[config.mk]
export PLATFORM = sky130hd
export DESIGN_NAME = shift_register_deserializer
export DESIGN_NICKNAME = d
export VERILOG_FILES = /design/src/rtl/shift_register_deserializer.sv
export SDC_FILE = /design/constraint.sdc
export NUM_CORES = 1
export LEC_CHECK = 0
export ABC_AREA = 1
export CAP_MARGIN = 10
export CORE_AREA = 2 2 39 41
export CTS_CLUSTER_DIAMETER = 50
export CTS_CLUSTER_SIZE = 25
export DETAILED_ROUTE_END_ITERATION = 12
export DIE_AREA = 0 0 41 43
export SYNTH_ARGS = -nofsm -noshare
export SYNTH_HDL_FRONTEND = slang
export SYNTH_SLANG_ARGS = --single-unit
[constraint.sdc]
create_clock -name clk -period 1.9 [get_ports clk]
set_input_delay 0.57 -clock clk [delete_from_list [all_inputs] [get_ports clk]]
set_output_delay 0.57 -clock clk [all_outputs]
set_load 0.03 [all_outputs]
[src/rtl/shift_register_deserializer.sv]
// Serial-to-parallel receiver: collects N LSB-first bits per word and presents each
// completed word on a valid/ready output, flagging words dropped while the consumer stalls.
module shift_register_deserializer #(
    parameter int unsigned N  = 4,
    parameter int unsigned CW = 2
) (
    input  logic         clk,
    input  logic         reset_n,
    input  logic         si,
    input  logic         bit_en,
    input  logic         clear,
    output logic [N-1:0] dout,
    output logic         dout_valid,
    input  logic         dout_ready,
    output logic         busy,
    output logic         overrun
);

    logic [N-1:0]  sh_q, sh_d;
    logic [CW-1:0] cnt_q, cnt_d;
    logic [N-1:0]  dout_q, dout_d;
    logic          dout_valid_q, dout_valid_d;
    logic          overrun_q, overrun_d;

    logic [N-1:0]  word;
    logic          consume;
    logic          complete;

    assign word    = {si, sh_q[N-1:1]};
    assign consume = dout_valid_q & dout_ready;

    always_comb begin
        sh_d         = sh_q;
        cnt_d        = cnt_q;
        dout_d       = dout_q;
        dout_valid_d = dout_valid_q;
        overrun_d    = overrun_q;
        complete     = 1'b0;

        if (clear) begin
            sh_d      = '0;
            cnt_d     = '0;
            overrun_d = 1'b0;
        end else if (bit_en) begin
            sh_d = word;
            if (cnt_q == CW'(N - 1)) begin
                cnt_d    = '0;
                complete = 1'b1;
            end else begin
                cnt_d = cnt_q + CW'(1);
            end
        end

        // A completing word may replace the one being consumed this same cycle.
        if (complete) begin
            if (!dout_valid_q || consume) begin
                dout_d       = word;
                dout_valid_d = 1'b1;
            end else begin
                overrun_d = 1'b1;
            end
        end else if (consume) begin
            dout_valid_d = 1'b0;
        end
    end

    always_ff @(posedge clk or negedge reset_n) begin
        if (!reset_n) begin
            sh_q         <= '0;
            cnt_q        <= '0;
            dout_q       <= '0;
            dout_valid_q <= 1'b0;
            overrun_q    <= 1'b0;
        end else begin
            sh_q         <= sh_d;
            cnt_q        <= cnt_d;
            dout_q       <= dout_d;
            dout_valid_q <= dout_valid_d;
            overrun_q    <= overrun_d;
        end
    end

    assign dout       = dout_q;
    assign dout_valid = dout_valid_q;
    assign overrun    = overrun_q;
    assign busy       = (cnt_q != '0);

endmodule

**Cell outlines without signal wires**

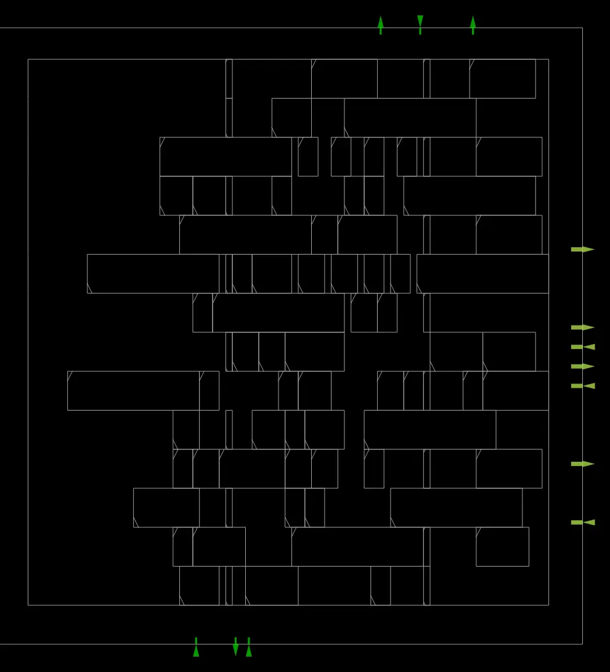
Non-Filler Instances: 84
FFs & Latches: 11
number of well taps: 16

**Sequential cells coloured by netlist name**

Other sequential cells in the stronger grey, the rest of the logic in the fainter grey.
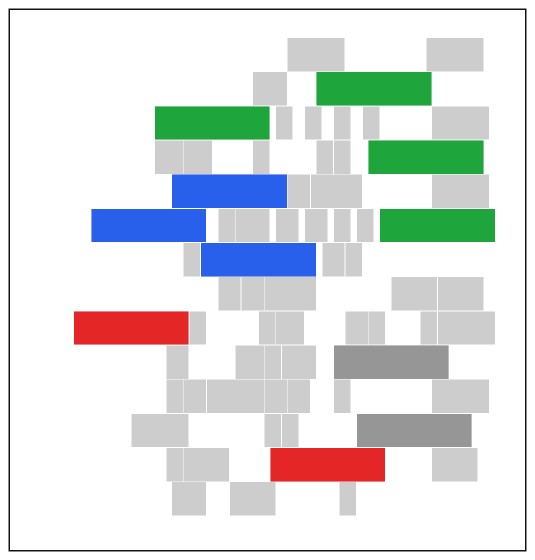
[dout] green | placed flops: 4
[sh_q] blue | placed flops: 3
[cnt_q] red | placed flops: 2
not coloured: 2
Sequential Power: 0.253 mW
register area: 275 um2

**Wiring by layer**

Bar = 10 um. Only two layers are drawn.
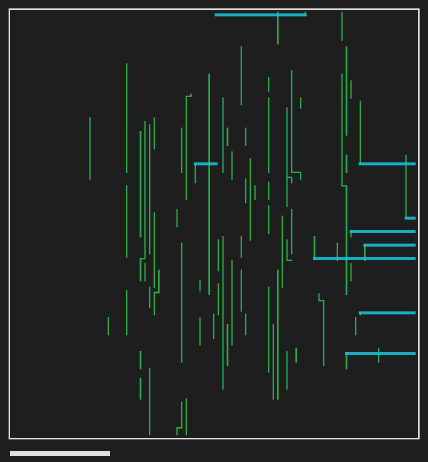
[metal 3] cyan | wire length: 50.8 um
[metal 2] green | wire length: 398 um
final wirelength: 874 um
post-DR wirelength/cell: 10.4 um
Tot GR Track Use: 0.140
total number of vias: 379

==> results_dict.tcl <==
# implementation run metrics
set metrics [dict create \
    rsz0062_at_grt "false" \
    synth_top_cell_by_area "dfrtp_1" \
    ys_seq_share 0.567 \
    hold_end "dout[2]" \
    chipArea_um2 1760 \
    crit_end "busy" \
    top_cell "nand2_1" \
    avgSynthCellArea_um2 9.34 \
    pwr-share-seq 0.517 \
    grt-ovfl-total 0 \
    ioPinCount 13 \
    cts_setup_buffers 0 \
    grt_pass1_vias 370 \
    layout-drive-gt1-share 0.103 \
    grt_first_pass_wirelength_mm 1.58 \
    rows 14 \
    p_leak_nw 0.430 \
    required_ps 1330 \
    buffers_excl_clock 12 \
    use_met1 0.175 \
    fin_setup_tns_ps 0 \
    yosys_area_um2 485 \
    largest_cell_class "flip-flops and latches" \
    path_class "flop to output pin" \
    use_met2 0.181 \
    logic_area_um2 180 \
    ys_cells 52 \
    gp_congestion 0.767 \
    drc 0 \
    area_delta_synth_final_pct 36.9 \
    logic_family "simple AND/OR/NAND/NOR gates" \
    cp.buffers_inverters 3 \
    regToRegSetupSlack_ps 810 \
    wl_met1_um 411 \
    critical-path-slowest-cell "dfrtp_1" \
    io_buffers 12 \
    warnings 27 \
    drt_iter0_drc 5 \
    slew_headroom 0.679 \
    internal_power_mw 0.361 \
    synth-edff-count 0 \
    clock_area_frac 0.0395 \
    path_clk_slew_ps 70 \
    tightest_slew_ps 479 \
    h-tree-depth 1 \
    outcome "finished clean" \
    inverters_excl_clock 8 \
    fin_util 0.480 \
    drv_slew 0 \
    top_layer_used "met4" \
    n_antenna_cell 0 \
    finalPower_mw 0.490 \
    die_y_um 43 \
    ys_warn_count 0 \
    nFillCells 146 \
    worstSetupEndpointType "output pin" \
    period_needed_ps 1650 \
    adder_share 0.0515 \
    seq_share 0.414 \
    p_clk_frac 0.317 \
    layout_top_cells "13 x nand2_1, 11 x dfrtp_1, 8 x inv_1, 8 x nand3_1, 6 x dlymetal6s2s_1" \
    combPwrFrac 0.166 \
    final_common_cell "nand2_1" \
    hp-class "flop to flop" \
    coreArea_um2 1380 \
    largest_reg_flops 4 \
    simple_gate_share 0.263 \
    r2r_end "dout[1]" \
    cts_tree "done" \
    syn_area_um2 485 \
    grt_max_degree 12 \
    path_delay_family "flip-flops" \
    numCtsBuffers 3 \
    initCoreUtil 0.351 \
    netlist_top_cells_count "13 x nand2_1, 11 x dfrtp_1, 8 x inv_1, 8 x nand3_1, 3 x o21ai_1" \
    wl_met3_um 50 \
    worst_slack_ps 249 \
    cts_sinks 11 \
    max_stage_delay_ps 370 \
    cts-resized-gates 0 \
    r2r-start "cnt_q[0]" \
    first_pass_iters 4 \
    power_combinational_mw 0.0815 \
    cp.depth 4 \
    antenna_found_initial 0 \
    max_freq_ghz 0.606 \
    insertion_delay_ps 260 \
    synth_cell_types 12 \
]
Power figures rest on the tool's default switching activity, not on a simulated workload.
